==> src/rtl/mod47_disp_pkg.sv <==
// Shared types and constants for the mod-47 BCD converter and its 2-digit display.
// Glyphs use active-high segment order {g,f,e,d,c,b,a}.
package mod47_disp_pkg;

    typedef enum logic [1:0] {
        ST_IDLE  = 2'd0,
        ST_SHIFT = 2'd1,
        ST_DONE  = 2'd2
    } state_t;

    // A 6-bit input needs six shift-add-3 iterations, counted 0..5.
    localparam logic [2:0] ITER_LAST = 3'd5;

    localparam logic [6:0] SEG_0     = 7'b0111111;
    localparam logic [6:0] SEG_1     = 7'b0000110;
    localparam logic [6:0] SEG_2     = 7'b1011011;
    localparam logic [6:0] SEG_3     = 7'b1001111;
    localparam logic [6:0] SEG_4     = 7'b1100110;
    localparam logic [6:0] SEG_5     = 7'b1101101;
    localparam logic [6:0] SEG_6     = 7'b1111101;
    localparam logic [6:0] SEG_7     = 7'b0000111;
    localparam logic [6:0] SEG_8     = 7'b1111111;
    localparam logic [6:0] SEG_9     = 7'b1101111;
    localparam logic [6:0] SEG_BLANK = 7'b0000000;

    // Double-dabble correction applied to a BCD nibble before each shift.
    function automatic logic [3:0] add3_if_ge5(input logic [3:0] nib);
        return (nib >= 4'd5) ? nib + 4'd3 : nib;
    endfunction

endpackage

==> src/rtl/mod47_bcd_display_seg7.sv <==
// Combinational BCD-to-seven-segment decoder, active-high output.
// Codes 10..15 and the blank request both turn every segment off.
module seg7_decoder
    import mod47_disp_pkg::*;
(
    input  logic [3:0] i_digit,
    input  logic       i_blank,
    output logic [6:0] o_seg
);

    always_comb begin
        o_seg = SEG_BLANK;
        if (!i_blank) begin
            case (i_digit)
                4'd0:    o_seg = SEG_0;
                4'd1:    o_seg = SEG_1;
                4'd2:    o_seg = SEG_2;
                4'd3:    o_seg = SEG_3;
                4'd4:    o_seg = SEG_4;
                4'd5:    o_seg = SEG_5;
                4'd6:    o_seg = SEG_6;
                4'd7:    o_seg = SEG_7;
                4'd8:    o_seg = SEG_8;
                4'd9:    o_seg = SEG_9;
                default: o_seg = SEG_BLANK;
            endcase
        end
    end

endmodule

==> src/rtl/mod47_bcd_display.sv <==
// Serial double-dabble binary-to-BCD converter feeding a registered,
// time-multiplexed 2-digit seven-segment display.
module mod47_bcd_display
    import mod47_disp_pkg::*;
#(
    parameter int REFRESH_DIV    = 1000,
    parameter int SEG_ACTIVE_LOW = 1,
    parameter int BLANK_LZ       = 1
) (
    input  logic       clk,
    input  logic       rst,
    input  logic [5:0] bin_in,
    input  logic       bin_valid,
    output logic       busy,
    output logic [3:0] bcd_tens,
    output logic [3:0] bcd_ones,
    output logic       bcd_valid,
    output logic [6:0] seg,
    output logic [1:0] an
);

    localparam int RW = (REFRESH_DIV > 2) ? $clog2(REFRESH_DIV) : 1;
    localparam logic [RW-1:0] REFRESH_LAST = RW'(REFRESH_DIV - 1);
    localparam logic [6:0] SEG_RST = (SEG_ACTIVE_LOW != 0) ? ~SEG_0 : SEG_0;
    localparam logic [1:0] AN_RST  = (SEG_ACTIVE_LOW != 0) ? 2'b10 : 2'b01;

    state_t      r_state, w_state_nxt;
    logic [2:0]  r_iter;
    logic [3:0]  r_tens, r_ones;
    logic [5:0]  r_bin;
    logic [3:0]  r_bcd_tens, r_bcd_ones;
    logic        r_bcd_valid;
    logic [13:0] w_shifted;

    // ---------------- conversion FSM ----------------
    always_ff @(posedge clk or posedge rst) begin
        if (rst) r_state <= ST_IDLE;
        else     r_state <= w_state_nxt;
    end

    always_comb begin
        w_state_nxt = r_state;
        case (r_state)
            ST_IDLE:  if (bin_valid) w_state_nxt = ST_SHIFT;
            ST_SHIFT: if (r_iter == ITER_LAST) w_state_nxt = ST_DONE;
            ST_DONE:  w_state_nxt = ST_IDLE;
            default:  w_state_nxt = ST_IDLE;
        endcase
    end

    always_comb begin
        busy = (r_state != ST_IDLE);
    end

    // Scratch digits are corrected first, then {tens, ones, bin} shifts as one word.
    assign w_shifted = {add3_if_ge5(r_tens), add3_if_ge5(r_ones), r_bin} << 1;

    always_ff @(posedge clk or posedge rst) begin
        if (rst) begin
            r_iter      <= '0;
            r_tens      <= '0;
            r_ones      <= '0;
            r_bin       <= '0;
            r_bcd_tens  <= '0;
            r_bcd_ones  <= '0;
            r_bcd_valid <= 1'b0;
        end else begin
            r_bcd_valid <= 1'b0;
            case (r_state)
                ST_IDLE: begin
                    if (bin_valid) begin
                        r_bin  <= bin_in;
                        r_tens <= '0;
                        r_ones <= '0;
                        r_iter <= '0;
                    end
                end
                ST_SHIFT: begin
                    {r_tens, r_ones, r_bin} <= w_shifted;
                    r_iter <= r_iter + 3'd1;
                end
                ST_DONE: begin
                    r_bcd_tens  <= r_tens;
                    r_bcd_ones  <= r_ones;
                    r_bcd_valid <= 1'b1;
                end
                default: ;
            endcase
        end
    end

    assign bcd_tens  = r_bcd_tens;
    assign bcd_ones  = r_bcd_ones;
    assign bcd_valid = r_bcd_valid;

    // ---------------- display multiplexer ----------------
    logic [RW-1:0] r_refresh;
    logic          r_sel;       // 0 = ones, 1 = tens
    logic          w_wrap, w_sel_nxt, w_blank;
    logic [3:0]    w_digit;
    logic [6:0]    w_seg_ah;
    logic [1:0]    w_an_ah;
    logic [6:0]    r_seg;
    logic [1:0]    r_an;

    assign w_wrap    = (r_refresh == REFRESH_LAST);
    assign w_sel_nxt = w_wrap ? ~r_sel : r_sel;
    assign w_digit   = w_sel_nxt ? r_bcd_tens : r_bcd_ones;
    assign w_blank   = w_sel_nxt && (BLANK_LZ != 0) && (r_bcd_tens == 4'd0);
    assign w_an_ah   = w_sel_nxt ? 2'b10 : 2'b01;

    seg7_decoder u_dec (
        .i_digit (w_digit),
        .i_blank (w_blank),
        .o_seg   (w_seg_ah)
    );

    // seg/an are decoded from the upcoming select so both pins move on the wrap edge.
    always_ff @(posedge clk or posedge rst) begin
        if (rst) begin
            r_refresh <= '0;
            r_sel     <= 1'b0;
            r_seg     <= SEG_RST;
            r_an      <= AN_RST;
        end else begin
            r_refresh <= w_wrap ? '0 : r_refresh + 1'b1;
            r_sel     <= w_sel_nxt;
            r_seg     <= (SEG_ACTIVE_LOW != 0) ? ~w_seg_ah : w_seg_ah;
            r_an      <= (SEG_ACTIVE_LOW != 0) ? ~w_an_ah  : w_an_ah;
        end
    end

    assign seg = r_seg;
    assign an  = r_an;

endmodule

==> config.mk <==
export PLATFORM = sky130hd
export DESIGN_NAME = mod47_bcd_display
export DESIGN_NICKNAME = d
export VERILOG_FILES = /design/src/rtl/mod47_disp_pkg.sv /design/src/rtl/mod47_bcd_display_seg7.sv /design/src/rtl/mod47_bcd_display.sv
export SDC_FILE = /design/constraint.sdc
export NUM_CORES = 1
export LEC_CHECK = 0
export CAP_MARGIN = 5
export CORE_MARGIN = 4
export CORE_UTILIZATION = 55
export CTS_BUF_LIST = sky130_fd_sc_hd__clkbuf_8 sky130_fd_sc_hd__clkbuf_16
export DETAILED_ROUTE_END_ITERATION = 16
export GPL_TIMING_DRIVEN = 1
export PLACE_DENSITY_LB_ADDON = 0.15
export SETUP_SLACK_MARGIN = 0.5
export SYNTH_ARGS = -nofsm -noshare
export SYNTH_HDL_FRONTEND = slang
export SYNTH_SLANG_ARGS = --single-unit
==> constraint.sdc <==
create_clock -name clk -period 4.2 [get_ports clk]
set_input_delay 0.84 -clock clk [delete_from_list [all_inputs] [get_ports clk]]
set_output_delay 0.84 -clock clk [all_outputs]
set_load 0.1 [all_outputs]
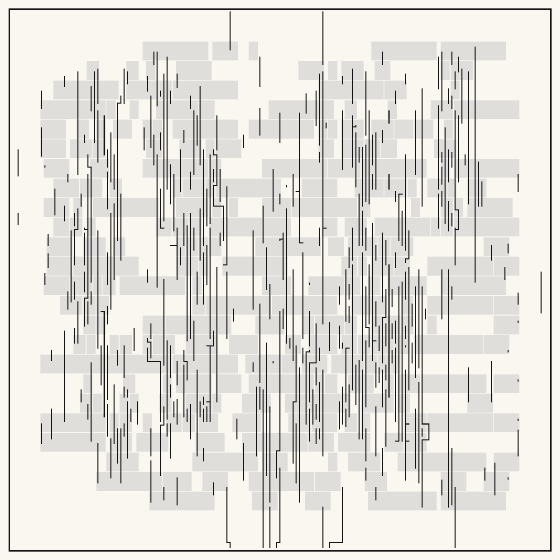
(met2 routing)
- main direction: vertical
- nets with wire on the layer: 228
- share of all routed wire: 50%
- wire length on this layer: 2190 um
final WL: 4390 um
met2 GRT Util: 31.3%

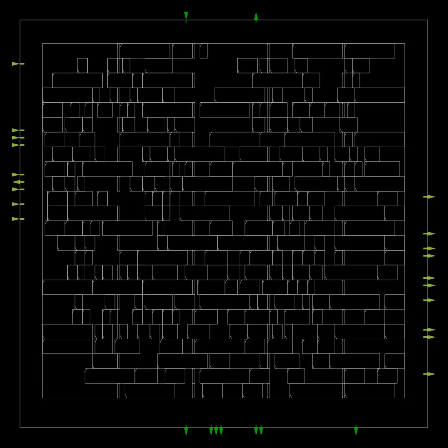
(placement view)
fin cells: 321
flop share of the area: 41.2%

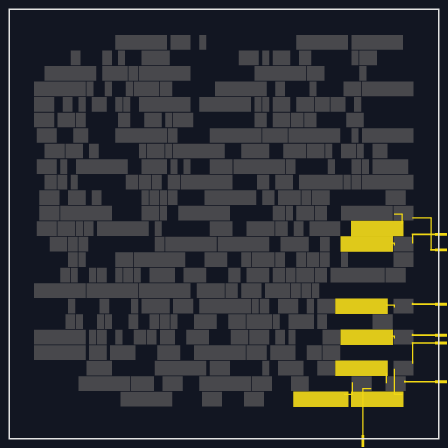
(wires at chosen ports, followed through buffers)
- yellow: seg (bits 7; direction output; edge 6 right, 1 bottom; end cells 7; buffers 7; wire 63.8 um)
Ports: 28
PortBufs: 27

==> qor.txt <==
Worst setup SP type = register
Mapped Area = 2470 um^2
NetSw = 0.00104 W
Crit Reg-Reg Startpoint = r_refresh[0]
AO/OA Area Share = 14.6%
Vias in the first global route = 1734
Worst vdd ir = 0.000388 V
HPWL Detailed = 3190 um
Root buffer cell = clkbuf_8
# Cells Yosys = 241
Hold_ws = 0.491 ns
Final setup margin = 1.10 ns
Top-count cell post-synth = dfrtp_1
Met3 wire length = 151 um
Net Count, Synth = 262
# DRC = 0
Hold Startpoint = r_refresh[0]
GRT Resource Usage Total = 17.6%
Seq/Total Area, Yosys = 47.7%
Reg2reg setup slack = 1.32 ns
Yosys xor share = 3.54%
WHS Endpoint = r_refresh[0]
Uppermost layer routed = met4
Flop area = 1180 um^2
ANT cells = 0
CP Data Required Time = 3.36 ns
Hold/Removal Path Class = reg2reg
Status = finished clean
Drt pass-1 iters = 4
Warnings from Yosys = 0
Worst relative slew slack = 33.8%
R2R cell count = 10
Pre-CTS WS = 1.38 ns
First-pass GRT wire length = 7630 um
Total power = 0.00211 W
Simple Share, Synth = 18.5%
GR peak layer = met2
Flip-flops with a built-in enable = 0
Mean area per synthesized cell = 10.3 um^2
Reg power frac = 35.1%
Area of the multi-input gates = 1220 um^2
Setup Fix Bufs, Post-CTS = 0
Logic pwr share = 52.8%
Hold path depth = 1
Clock Latency Late Sink = 0.29 ns
Fillers = 345
Initial drt markers = 103
Die width = 75.0 um
Yosys stat area = 2470 um^2
Routed Antenna Nets = 0
Initial antenna violation count = 0
Min cycle time layout = 3.10 ns
Slowest CP cell = clkdlybuf4s50_1
Power Density = 735 nW/um^2
Net Sw Frac = 49.2%
Yosys cell types = 44
Synth area leader = dfrtp_1
Hold_buf cts = 0
Pin count of the biggest net entering global routing = 48
Vias per cell = 5.52
Reported max-cap violation count = 0
CTS buffer count = 5
Post-synth area hogs = dfrtp_1 (46%), ha_1 (6.1%), o21ai_0 (4.7%)
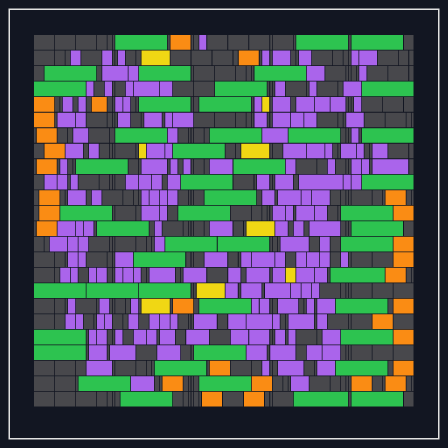
(placement by cell class)
Fill, decap, tap and diode cells in grey.
- orange: other buffers and delay cells (cells 28; share of their area 9.9%)
- green: flip-flops (cells 47; share of their area 42%)
- purple: all other logic (cells 186; share of their area 45%)
- yellow: clock drivers and dummy loads (cells 8; share of their area 2.9%)
row count: 24
Core Region: 4350 um^2
design area: 2860 um^2

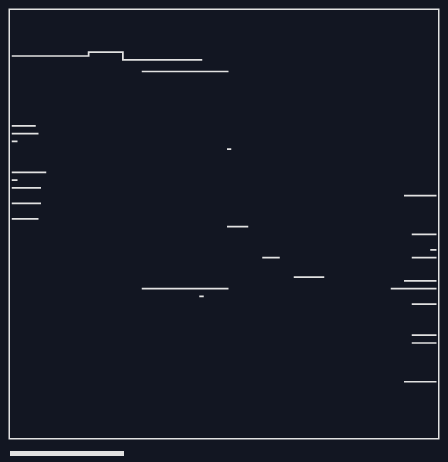
(met3 routing)
Scale bar: 20 um.
- main direction: horizontal
- nets with wire on the layer: 22
met3 Use GR: 3.74%
via count: 1771

critical path, delay by kind of cell (launching register included):
| family | cells | cell delay [ns] |
|---|---|---|
| buf+inv | 1 | 1.12 |
| flops | 1 | 0.64 |
| simple gates | 1 | 0.20 |
state kept, by name (all words and copies together) (netlist names):
name,flops
bcd_tens,4
r_ones,4
seg,7
r_state,2
bcd_ones,4
r_iter,3
an,2
bcd_valid,1
r_bin,6
r_refresh,10
r_tens,4
cell usage in the layout (no fill, tap or decap), types with 3 or more instances in the layout:
cell type / instances
dfrtp_1: 45
nand2_1: 28
clkdlybuf4s50_1: 27
o21ai_0: 23
a21oi_1: 15
nor2_1: 13
inv_1: 12
ha_1: 12
mux2_2: 10
nor2b_1: 7
nand2b_1: 6
xnor2_1: 6
and3b_1: 5
mux2i_1: 5
a2bb2oi_1: 5
clkbuf_8: 5
a22o_1: 4
xor2_1: 4
nand3_1: 3
and3_2: 3
layout make-up:
| cell class | count | area share [%] |
|---|---|---|
| repair buffers | 28 | 9.70 |
| clock inverters | 3 | 0.437 |
| flip-flops and latches | 47 | 41.2 |
| inverters | 11 | 1.44 |
| clock buffers | 5 | 2.40 |
| multi-input cells | 175 | 42.6 |
| well taps | 52 | 2.27 |
how the worst max path moves through the flow:
stage               cells past startpoint  slack [ns]     end
floorplan                               9        1.66  seg[0]
global placement                        2        1.42    busy
detailed placement                     10        1.38  seg[4]
CTS                                     2        1.07    busy
global route                            2        0.99    busy
finish                                  2        1.10    busy
power by group through the flow:
stage	Sequential [W]	Combinational [W]	Clock, W
after global routing	0.000766	0.00120	0.000282
after global placement	0.000745	0.00110	0
after CTS	0.000741	0.00112	0.000266
after floorplan	0.00111	0.000509	0
final	0.000738	0.00111	0.000255
after detailed placement	0.000750	0.00112	0
Power and IR drop assume default switching activity.
